==> run_1/met4.png <==
Cells faint in the background.
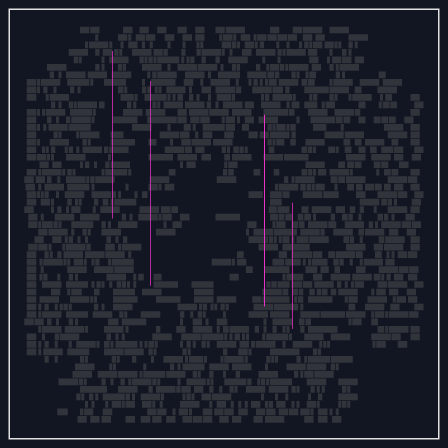
==> run_1/final_clocks.png <==
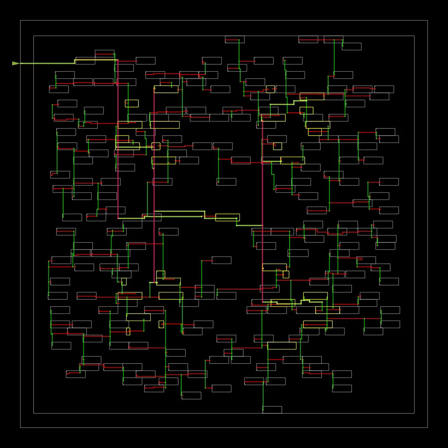
==> run_1/wire_density.png <==
31 x 31 tiles, from dark blue (low) to red (high), scaled to the fullest tile. Values are wire area over tile area, all layers added.
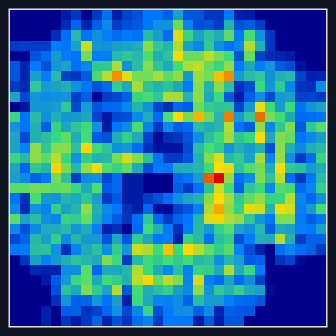
[config.mk]
export PLATFORM = sky130hd
export DESIGN_NAME = csa_resolver
export DESIGN_NICKNAME = d
export VERILOG_FILES = /design/src/rtl/csa_pkg.sv /design/src/rtl/csa_cpa_chunk.sv /design/src/rtl/csa_resolver.sv
export SDC_FILE = /design/constraint.sdc
export NUM_CORES = 1
export LEC_CHECK = 0
export CAP_MARGIN = 20
export CORE_MARGIN = 5
export CORE_UTILIZATION = 40
export CTS_CLUSTER_SIZE = 14
export DETAILED_ROUTE_END_ITERATION = 10
export GPL_TIMING_DRIVEN = 0
export PLACE_DENSITY_LB_ADDON = 0.3
export REMOVE_ABC_BUFFERS = 1
export SYNTH_ARGS = -nofsm -noshare
export SYNTH_HDL_FRONTEND = slang
export SYNTH_SLANG_ARGS = --single-unit
export TNS_END_PERCENT = 100
[constraint.sdc]
create_clock -name clk -period 7 [get_ports clk]
set_input_delay 1.4 -clock clk [delete_from_list [all_inputs] [get_ports clk]]
set_output_delay 1.4 -clock clk [all_outputs]
set_load 0.005 [all_outputs]
[src/rtl/csa_pkg.sv]
// Shared definitions for the carry-save resolver: default width, FSM
// state encoding, chunk-count arithmetic and the full-adder cell.
package csa_pkg;

   localparam int CSA_WIDTH = 63;

   localparam logic [1:0] S_IDLE = 2'd0;
   localparam logic [1:0] S_RUN  = 2'd1;
   localparam logic [1:0] S_DONE = 2'd2;

   // Integer ceiling division, used to size the chunk count.
   function automatic int ceil_div(input int num, input int den);
      return (num + den - 1) / den;
   endfunction

   // One-bit full adder: returns {carry_out, sum}.
   function automatic logic [1:0] full_add(input logic a, input logic b, input logic cin);
      return {(a & b) | (a & cin) | (b & cin), a ^ b ^ cin};
   endfunction

endpackage

[src/rtl/csa_cpa_chunk.sv]
// CHUNK-bit ripple-carry adder built from the package full-adder cell.
// Purely combinational; the resolver feeds it one chunk per cycle.
module csa_cpa_chunk
   import csa_pkg::*;
#(
   parameter int CHUNK = 8
) (
   input  logic [CHUNK-1:0] a,
   input  logic [CHUNK-1:0] b,
   input  logic             cin,
   output logic [CHUNK-1:0] s,
   output logic             cout
);

   logic c_s;

   // Ripple the carry through CHUNK full-adder cells, LSB first.
   always_comb begin
      c_s = cin;
      s   = '0;
      for (int i = 0; i < CHUNK; i++) begin
         {c_s, s[i]} = full_add(a[i], b[i], c_s);
      end
      cout = c_s;
   end

endmodule

[src/rtl/csa_resolver.sv]
// Resolves a carry-save (sum, carry) pair into a binary result with a
// multi-cycle chunked carry-propagate add. One operation in flight at a
// time: accept in IDLE, one chunk per RUN cycle, hold the result in DONE.
module csa_resolver
   import csa_pkg::*;
#(
   parameter int WIDTH = CSA_WIDTH,
   parameter int CHUNK = 8
) (
   input  logic             clk,
   input  logic             rst,
   input  logic             in_valid,
   output logic             in_ready,
   input  logic [WIDTH-1:0] in_sum,
   input  logic [WIDTH-1:0] in_carry,
   output logic             out_valid,
   input  logic             out_ready,
   output logic [WIDTH-1:0] out_result,
   output logic             out_cout
);

   localparam int              NCHUNK   = ceil_div(WIDTH, CHUNK);
   localparam int              IDXW     = (NCHUNK > 1) ? $clog2(NCHUNK) : 1;
   localparam int              LAST_W   = WIDTH - (NCHUNK - 1) * CHUNK;
   localparam logic [IDXW-1:0] IDX_LAST = IDXW'(NCHUNK - 1);

   logic [1:0]       state_q,     state_d;
   logic [WIDTH-1:0] sum_q,       sum_d;
   logic [WIDTH-1:0] carry_q,     carry_d;
   logic [WIDTH-1:0] result_q,    result_d;
   logic [IDXW-1:0]  idx_q,       idx_d;
   logic             cy_q,        cy_d;
   logic             cout_q,      cout_d;
   logic             in_ready_q,  in_ready_d;
   logic             out_valid_q, out_valid_d;

   logic [31:0]      base_s;
   logic [CHUNK-1:0] op_a_s;
   logic [CHUNK-1:0] op_b_s;
   logic [CHUNK-1:0] chunk_sum_s;
   logic             chunk_cout_s;
   logic             last_cout_s;
   logic [WIDTH-1:0] lane_mask_s;
   logic [WIDTH-1:0] merged_s;

   // Select the current chunk of both operands; bits shifted in above WIDTH
   // are zero, which masks the unused upper lanes of a short final chunk.
   always_comb begin
      base_s = 32'(idx_q) * 32'(CHUNK);
      op_a_s = CHUNK'(sum_q >> base_s);
      op_b_s = CHUNK'(carry_q >> base_s);
   end

   csa_cpa_chunk #(
      .CHUNK (CHUNK)
   ) u_chunk (
      .a    (op_a_s),
      .b    (op_b_s),
      .cin  (cy_q),
      .s    (chunk_sum_s),
      .cout (chunk_cout_s)
   );

   // The carry out of bit WIDTH-1: for a short final chunk the zero upper
   // lanes pass it straight through, so it lands on sum lane LAST_W.
   if (LAST_W == CHUNK) begin : g_full_last
      assign last_cout_s = chunk_cout_s;
   end else begin : g_part_last
      assign last_cout_s = chunk_sum_s[LAST_W];
   end

   // Merge the freshly added chunk into the result at its bit position.
   always_comb begin
      lane_mask_s = WIDTH'({CHUNK{1'b1}}) << base_s;
      merged_s    = (result_q & ~lane_mask_s) | ((WIDTH'(chunk_sum_s) << base_s) & lane_mask_s);
   end

   // Next-state and datapath update for the IDLE/RUN/DONE sequence.
   always_comb begin
      state_d  = state_q;
      sum_d    = sum_q;
      carry_d  = carry_q;
      result_d = result_q;
      idx_d    = idx_q;
      cy_d     = cy_q;
      cout_d   = cout_q;
      case (state_q)
         S_IDLE: begin
            if (in_valid) begin
               state_d = S_RUN;
               sum_d   = in_sum;
               carry_d = in_carry;
               idx_d   = '0;
               cy_d    = 1'b0;
            end else begin
               state_d = S_IDLE;
            end
         end
         S_RUN: begin
            result_d = merged_s;
            cy_d     = chunk_cout_s;
            if (idx_q == IDX_LAST) begin
               state_d = S_DONE;
               idx_d   = '0;
               cout_d  = last_cout_s;
            end else begin
               idx_d   = idx_q + IDXW'(1);
            end
         end
         S_DONE: begin
            if (out_ready) begin
               state_d = S_IDLE;
            end else begin
               state_d = S_DONE;
            end
         end
         default: begin
            state_d = S_IDLE;
         end
      endcase
   end

   // Handshake outputs decoded from the next state so they are registered.
   always_comb begin
      in_ready_d  = 1'b0;
      out_valid_d = 1'b0;
      case (state_d)
         S_IDLE:  in_ready_d  = 1'b1;
         S_RUN:   in_ready_d  = 1'b0;
         S_DONE:  out_valid_d = 1'b1;
         default: in_ready_d  = 1'b0;
      endcase
   end

   // State, operand, result and handshake registers with synchronous reset.
   always_ff @(posedge clk) begin
      if (rst) begin
         state_q     <= S_IDLE;
         sum_q       <= '0;
         carry_q     <= '0;
         result_q    <= '0;
         idx_q       <= '0;
         cy_q        <= 1'b0;
         cout_q      <= 1'b0;
         in_ready_q  <= 1'b1;
         out_valid_q <= 1'b0;
      end else begin
         state_q     <= state_d;
         sum_q       <= sum_d;
         carry_q     <= carry_d;
         result_q    <= result_d;
         idx_q       <= idx_d;
         cy_q        <= cy_d;
         cout_q      <= cout_d;
         in_ready_q  <= in_ready_d;
         out_valid_q <= out_valid_d;
      end
   end

   assign in_ready   = in_ready_q;
   assign out_valid  = out_valid_q;
   assign out_result = result_q;
   assign out_cout   = cout_q;

endmodule

==> results.toml, run 1 <==
# yosys + openroad results
[timing]
final.setup.tns_ns = 0
report.final.hold_viol_count = 0
final_worst_path_period_share_pct = 85.8
setup_viol = 0
final_setup_skew_ns = 0.00994
hold_slack_ns = 0.451
post-route-worst-setup-slack_ns = 0.992
final_period_minus_worst_setup_slack_ns = 6.01
rsz0062_at_grt = "false"
achievable-frequency_mhz = 166
tightestPinTransition_ns = 0.941
drv_slew = 0
slew_headroom_pct = 37.2

[yosys]
topCellsByArea = "sky130_fd_sc_hd__dfxtp_1 (47%), sky130_fd_sc_hd__nand2_1 (13%), sky130_fd_sc_hd__a21oi_1 (9.0%)"
yosysTopAreaCell = "sky130_fd_sc_hd__dfxtp_1"
yosys-stat-cells = 966
ys_top_cells_by_count = "sky130_fd_sc_hd__nand2_1 (304), sky130_fd_sc_hd__dfxtp_1 (198), sky130_fd_sc_hd__a21oi_1 (152)"
synth.avg_cell_area_um2 = 8.77
ys_ff = 198
syn-cell-area_mm2 = 0.00847
synth-seq-area-share_pct = 46.8
dominant_flop_cell = "sky130_fd_sc_hd__dfxtp_1"
ys.warnings.count = 0
most_used_standard_cell_by_instance_count_after_synthesis = "sky130_fd_sc_hd__nand2_1"
number_of_library_cell_types_mapped_by_synthesis = 34
yosys.stat.chipArea_mm2 = 0.00847
netlist_instances = 966
yosysTopAreaCellShare_pct = 46.8
enable_flop_cells = 0
synth-async-reset-ratio_pct = 0

[clock_network]
cts.root.buffer_cell = "sky130_fd_sc_hd__clkbuf_16"
cts.sinks = 198
clk-insertion-delay-late_ns = 0.42
post-cts-setup-buffers = 0
cts-hold-fix-buffers = 0
cts_htree_levels = 4
longest_clk_path_bufs = 2
cts_resized = 0
cts_tree = "yes"
worst_setup_hold_path_clk_slew_ns = 0.07

[power]
clock_share_of_power_pct = 40.5
switching_share_pct = 24.1
internal-power_w = 0.00194
pwr-share-seq_pct = 47.1
leakagePower_nw = 4.06
total_power_w = 0.00256
p_comb_share_pct = 12.4
power-per-cell-area_mw_per_mm2 = 228
netSwitchingPower_w = 0.000615
vdd_drop_max_mv = 0.138

[worst_setup_path]
worst_endpoint_data_arrival_time_ns = 6.36
worst_r2r_path_cells = 14
crit-reg2reg-launch = "idx_q[2]"
end_kind = "flip-flop"
crit_fanout = 17
cp_data_required_time_ns = 7.35
timing.critical_path.buf_inv = 2
critical_path.max_stage_delay_ns = 0.76
setup.worst_path.class = "reg2reg"
worst_setup_path_start_kind = "flip-flop"
worstPathCellList = "inv_1, nand2_1, nand2_1, fa_1, inv_1, fa_1, fa_1, fa_1, fa_1, fa_1, fa_1, fa_1, or3_1, a21oi_1"
crit_top_cell = "sky130_fd_sc_hd__fa_1"
crit_start = "idx_q[2]"
cp_top_family = "adder cells"
cpMaxStageDelayCell = "sky130_fd_sc_hd__inv_1"
cp_num_cells = 14

[hold_path]
holdPathStages = 2
min-delay-path-class = "reg2reg"

[global_route]
first_global_vias = 6615
grt_busiest_layer = "met2"
groute.usage.overall_pct = 17.8
grt.overflow.total = 0
global_route.usage.met3_pct = 3.89
grt_pass1_wl_mm = 34.5
grt_max_degree = 105
grt_util_met1_pct = 23.2
grt_use_met2_pct = 30.0
grt_antenna_before_repair = 0

[placed_design]
portBuffers = 195
pre_cts_ws_ns = 0.944
post_dp_cell_area_mm2 = 0.0106
place_hpwl_mm = 15.0
gp_weighted_congestion = 0.724
placed_cells_incl_taps = 1373

[run]
cap_violations = 0
warnings = 31

[route]
drt-wirelength-per-cell_um = 15.6
route.detailed.drc = 0
drtAntennaViolNets = 0
met3RoutedLength_mm = 1.31
dr.max_layer_used = "met4"
wirelength_met1_mm = 9.59
drt_wl_total_mm = 21.9
first_iter_violations = 266
via_count = 6971
drt_pre_antenna_iters = 4
met2RoutedLength_mm = 10.7
vias_per_cell = 4.96

[floorplanning]
num_io_pins = 196
die_x_um = 156
floorplanUtilization_pct = 40.4
die_area_mm2 = 0.0242
num_rows = 53
floorplan.core_area_mm2 = 0.0210
die-height_um = 156

[layout]
fin_util_pct = 53.6
antennaDiodeCount = 0
flow.area_growth_from_synthesis_pct = 32.6
layout.filler_cells = 2004
post_route_cells_drive_above_1_share_pct = 7.61
finalNonFillerCells = 1405
postLayoutCellArea_mm2 = 0.0112
final_nets = 1261

[run_status]
run_status = "completed"
## Picture notes: met4.png
The wires run mostly vertical. The longest straight run is 74.1 um. The layer holds 1.1% of the routed length. 3 nets have wire on it. The layer carries 250 um of wire.

## Picture notes: final_clocks.png
number of clock buffers inserted by TritonCTS: 17
sequential cell count: 198
number of clock-tree buffers in the layout: 22

## Picture notes: wire_density.png
The densest ninth of the die: right middle. 17% of the tiles are over half the peak. The emptiest ninth of the die: bottom right.

-- run 1: cells by family (layout without fill, tap and decap cells) --
group / count (synthesis) / after routing / synth area share (%)
fa+ha+maj: 14 / 14 / 2.78
compound gates: 178 / 178 / 11.3
buf+inv: 86 / 250 / 5.41
simple gates: 431 / 431 / 22.6
flops: 198 / 198 / 46.8
mux: 59 / 59 / 11.1
-- run 1: power by group through the flow --
stage	logic, W	registers [W]	clock network [W]
after floorplan	0.000157	0.00123	0
after global placement	0.000314	0.00124	0
after CTS	0.000321	0.00120	0.00106
after global routing	0.000348	0.00121	0.00110
after detailed placement	0.000320	0.00123	0
final	0.000316	0.00120	0.00104
-- run 1: final cells by class --
class                   instances  area (um^2)  area share (%)
clock buffers                  22          484            4.31
well taps                     275          344            3.06
flip-flops and latches        198         3970            35.3
multi-input cells             682         4070            36.3
inverters                       7         26.3           0.234
clock inverters                10          141            1.26
repair buffers                211         2190            19.5
-- run 1: tightest hold or removal path, stage by stage, from the launching register on --
cell and delay, ns:
sky130_fd_sc_hd__dfxtp_1 0.31, sky130_fd_sc_hd__nand2_1 0.05, sky130_fd_sc_hd__a21oi_1 0.05
-- run 1: placed cells by master (no fill, tap or decap), drive strengths merged, types with 2 or more instances in the layout --
master,n
a21o,8
a21oi,152
a22oi,3
a2bb2oi,2
and2,12
buf,17
bufinv,3
clkbuf,22
clkdlybuf4s50,194
clkinv,4
dfxtp,198
fa,8
ha,6
inv,10
mux2i,31
mux4,28
nand2,304
nand2b,9
nand3b,12
nand4,4
nand4b,3
nor2,38
nor3b,22
nor4bb,3
o21ai,2
o31ai,8
or3,20
or3b,2
-- run 1: path summary, 6_finish.rpt --
path	end	slack [ns]
max reg2reg	flip-flop	0.99
min reg2reg	flip-flop	0.45
min	flip-flop	0.45
max	flip-flop	0.99
==> run 2: changes to the inputs <==
--- a/config.mk
+++ b/config.mk
@@ -15,5 +15,6 @@
 export REMOVE_ABC_BUFFERS = 1
 export SYNTH_ARGS = -nofsm -noshare
 export SYNTH_HDL_FRONTEND = slang
+export SYNTH_HIERARCHICAL = 1
 export SYNTH_SLANG_ARGS = --single-unit
-export TNS_END_PERCENT = 100
+export TNS_END_PERCENT = 50
==> results.toml, run 2 <==
# yosys + openroad results
[global_route]
grt_pass1_wl_mm = 35.2
grt_antenna_before_repair = 0
grt_use_met2_pct = 30.3
first_global_vias = 6780

[route]
dr.max_layer_used = "met4"
vias_per_cell = 5.01
route.detailed.drc = 0
drt_wl_total_mm = 22.4
drt_pre_antenna_iters = 5
met2RoutedLength_mm = 10.9
via_count = 7152

[yosys]
enable_flop_cells = 0
ys.warnings.count = 6
ys_top_cells_by_count = "sky130_fd_sc_hd__nand2_1 (339), sky130_fd_sc_hd__dfxtp_1 (198), sky130_fd_sc_hd__a21oi_1 (171)"
dominant_flop_cell = "sky130_fd_sc_hd__dfxtp_1"
number_of_library_cell_types_mapped_by_synthesis = 41
yosys-stat-cells = 1011
yosysTopAreaCellShare_pct = 46.8
synth-async-reset-ratio_pct = 0
yosys.stat.chipArea_mm2 = 0.00847
synth.avg_cell_area_um2 = 8.38

[timing]
final_worst_path_period_share_pct = 79.9
drv_slew = 0
slew_headroom_pct = 31.8
report.final.hold_viol_count = 0
achievable-frequency_mhz = 179
final.setup.tns_ns = 0
setup_viol = 0

[worst_setup_path]
setup.reg_to_reg.worst_slack_ns = 1.41
crit-reg2reg-launch = "idx_q[0]"
worst_r2r_path_cells = 17
worst_endpoint_data_arrival_time_ns = 5.94
crit_start = "idx_q[0]"
end_kind = "flip-flop"

[layout]
layout.non_clock_buffers = 205
regArea_mm2 = 0.00397
layout.non_clock_inverters = 14
largest_cell_class = "combinational gates"
non_clock_buffer_area_share_pct = 19.4
flow.area_growth_from_synthesis_pct = 31.1
final_nets = 1285
layout.filler_cells = 2019
n_clock_buffer = 21
clock_network_area_share_pct = 5.39
flops = 198
antennaDiodeCount = 0

[clock_network]
cts_resized = 0
cts.sinks = 198
longest_clk_path_bufs = 2
clk-insertion-delay-late_ns = 0.42

[power]
leakagePower_nw = 3.97
p_comb_share_pct = 12.4
power.group.top = "sequential cells"
clk-power_w = 0.00100
clock_share_of_power_pct = 39.7
power_in_sequential_cells_w = 0.00121
total_power_w = 0.00253
netSwitchingPower_w = 0.000624
switching_share_pct = 24.7

[placed_design]
gp_weighted_congestion = 0.740

[floorplanning]
floorplanUtilization_pct = 40.4
die-height_um = 156
die_x_um = 156

[run_status]
run_status = "completed"

[run]
cap_violations = 0

[hold_path]
holdPathStages = 2
## run 2: worst max-delay path: stages (launching register included)
cell and delay (ns):
sky130_fd_sc_hd__dfxtp_4 0.88, sky130_fd_sc_hd__mux4_2 0.60, sky130_fd_sc_hd__nand2_1 0.09, sky130_fd_sc_hd__nand2_1 0.09, sky130_fd_sc_hd__inv_1 0.09, sky130_fd_sc_hd__fa_1 0.17, sky130_fd_sc_hd__inv_1 0.05, sky130_fd_sc_hd__fa_1 0.41
sky130_fd_sc_hd__fa_1 0.40, sky130_fd_sc_hd__fa_1 0.41, sky130_fd_sc_hd__fa_1 0.41, sky130_fd_sc_hd__fa_1 0.41, sky130_fd_sc_hd__fa_1 0.39, sky130_fd_sc_hd__inv_1 0.10, sky130_fd_sc_hd__fa_1 0.42, sky130_fd_sc_hd__inv_1 0.29
sky130_fd_sc_hd__nand4_1 0.13, sky130_fd_sc_hd__a21oi_1 0.16
## run 2: logic make-up after synthesis
logic type	after synthesis	synth area share (%)
AND/OR/NAND/NOR	454	23.5
AND-OR/OR-AND	202	12.5
flip-flops	198	46.8
buffers and inverters	109	6.21
multiplexers	33	8.07
adder cells (fa/ha/maj)	15	2.93
## run 2: per-stage QoR
| step | setup WS, ns | cell area, um^2 | cells | utilization [%] | hold WS (ns) |
|---|---|---|---|---|---|
| CTS | 1.33 | 11100 | 1426 | 52.9 | 0.453 |
| finish | 1.41 | 11100 | 1427 | 53.0 | 0.449 |
| floorplan | 1.17 | 8000 | 916 | - | 0.426 |
| global placement | -1.44 | 10300 | 1386 | 49.1 | 0.438 |
| detailed placement | 1.34 | 10500 | 1395 | 50.1 | 0.443 |
| global route | 1.08 | 11100 | 1427 | 53.0 | 0.469 |
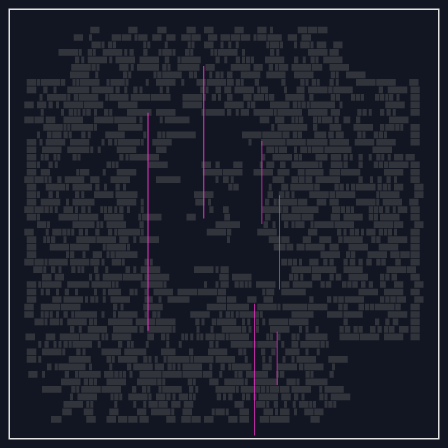
(run_2/met4.png)
Cells faint in the background.
The layer holds 1.2% of the routed length. The layer carries 265 um of wire. The longest straight run is 78.9 um.

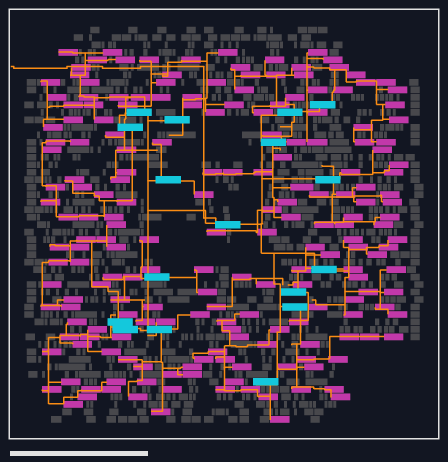
(run_2/clock_map.png)
Scale bar: 50 um.
Key: orange = clock wires [length 2,330 um]; magenta = flip-flops [count 198]; cyan = cells driving clock nets [count 17]
There are 18 routed clock nets. Position of the flops: widely spread.

Power is estimated from default activity; no workload was simulated.
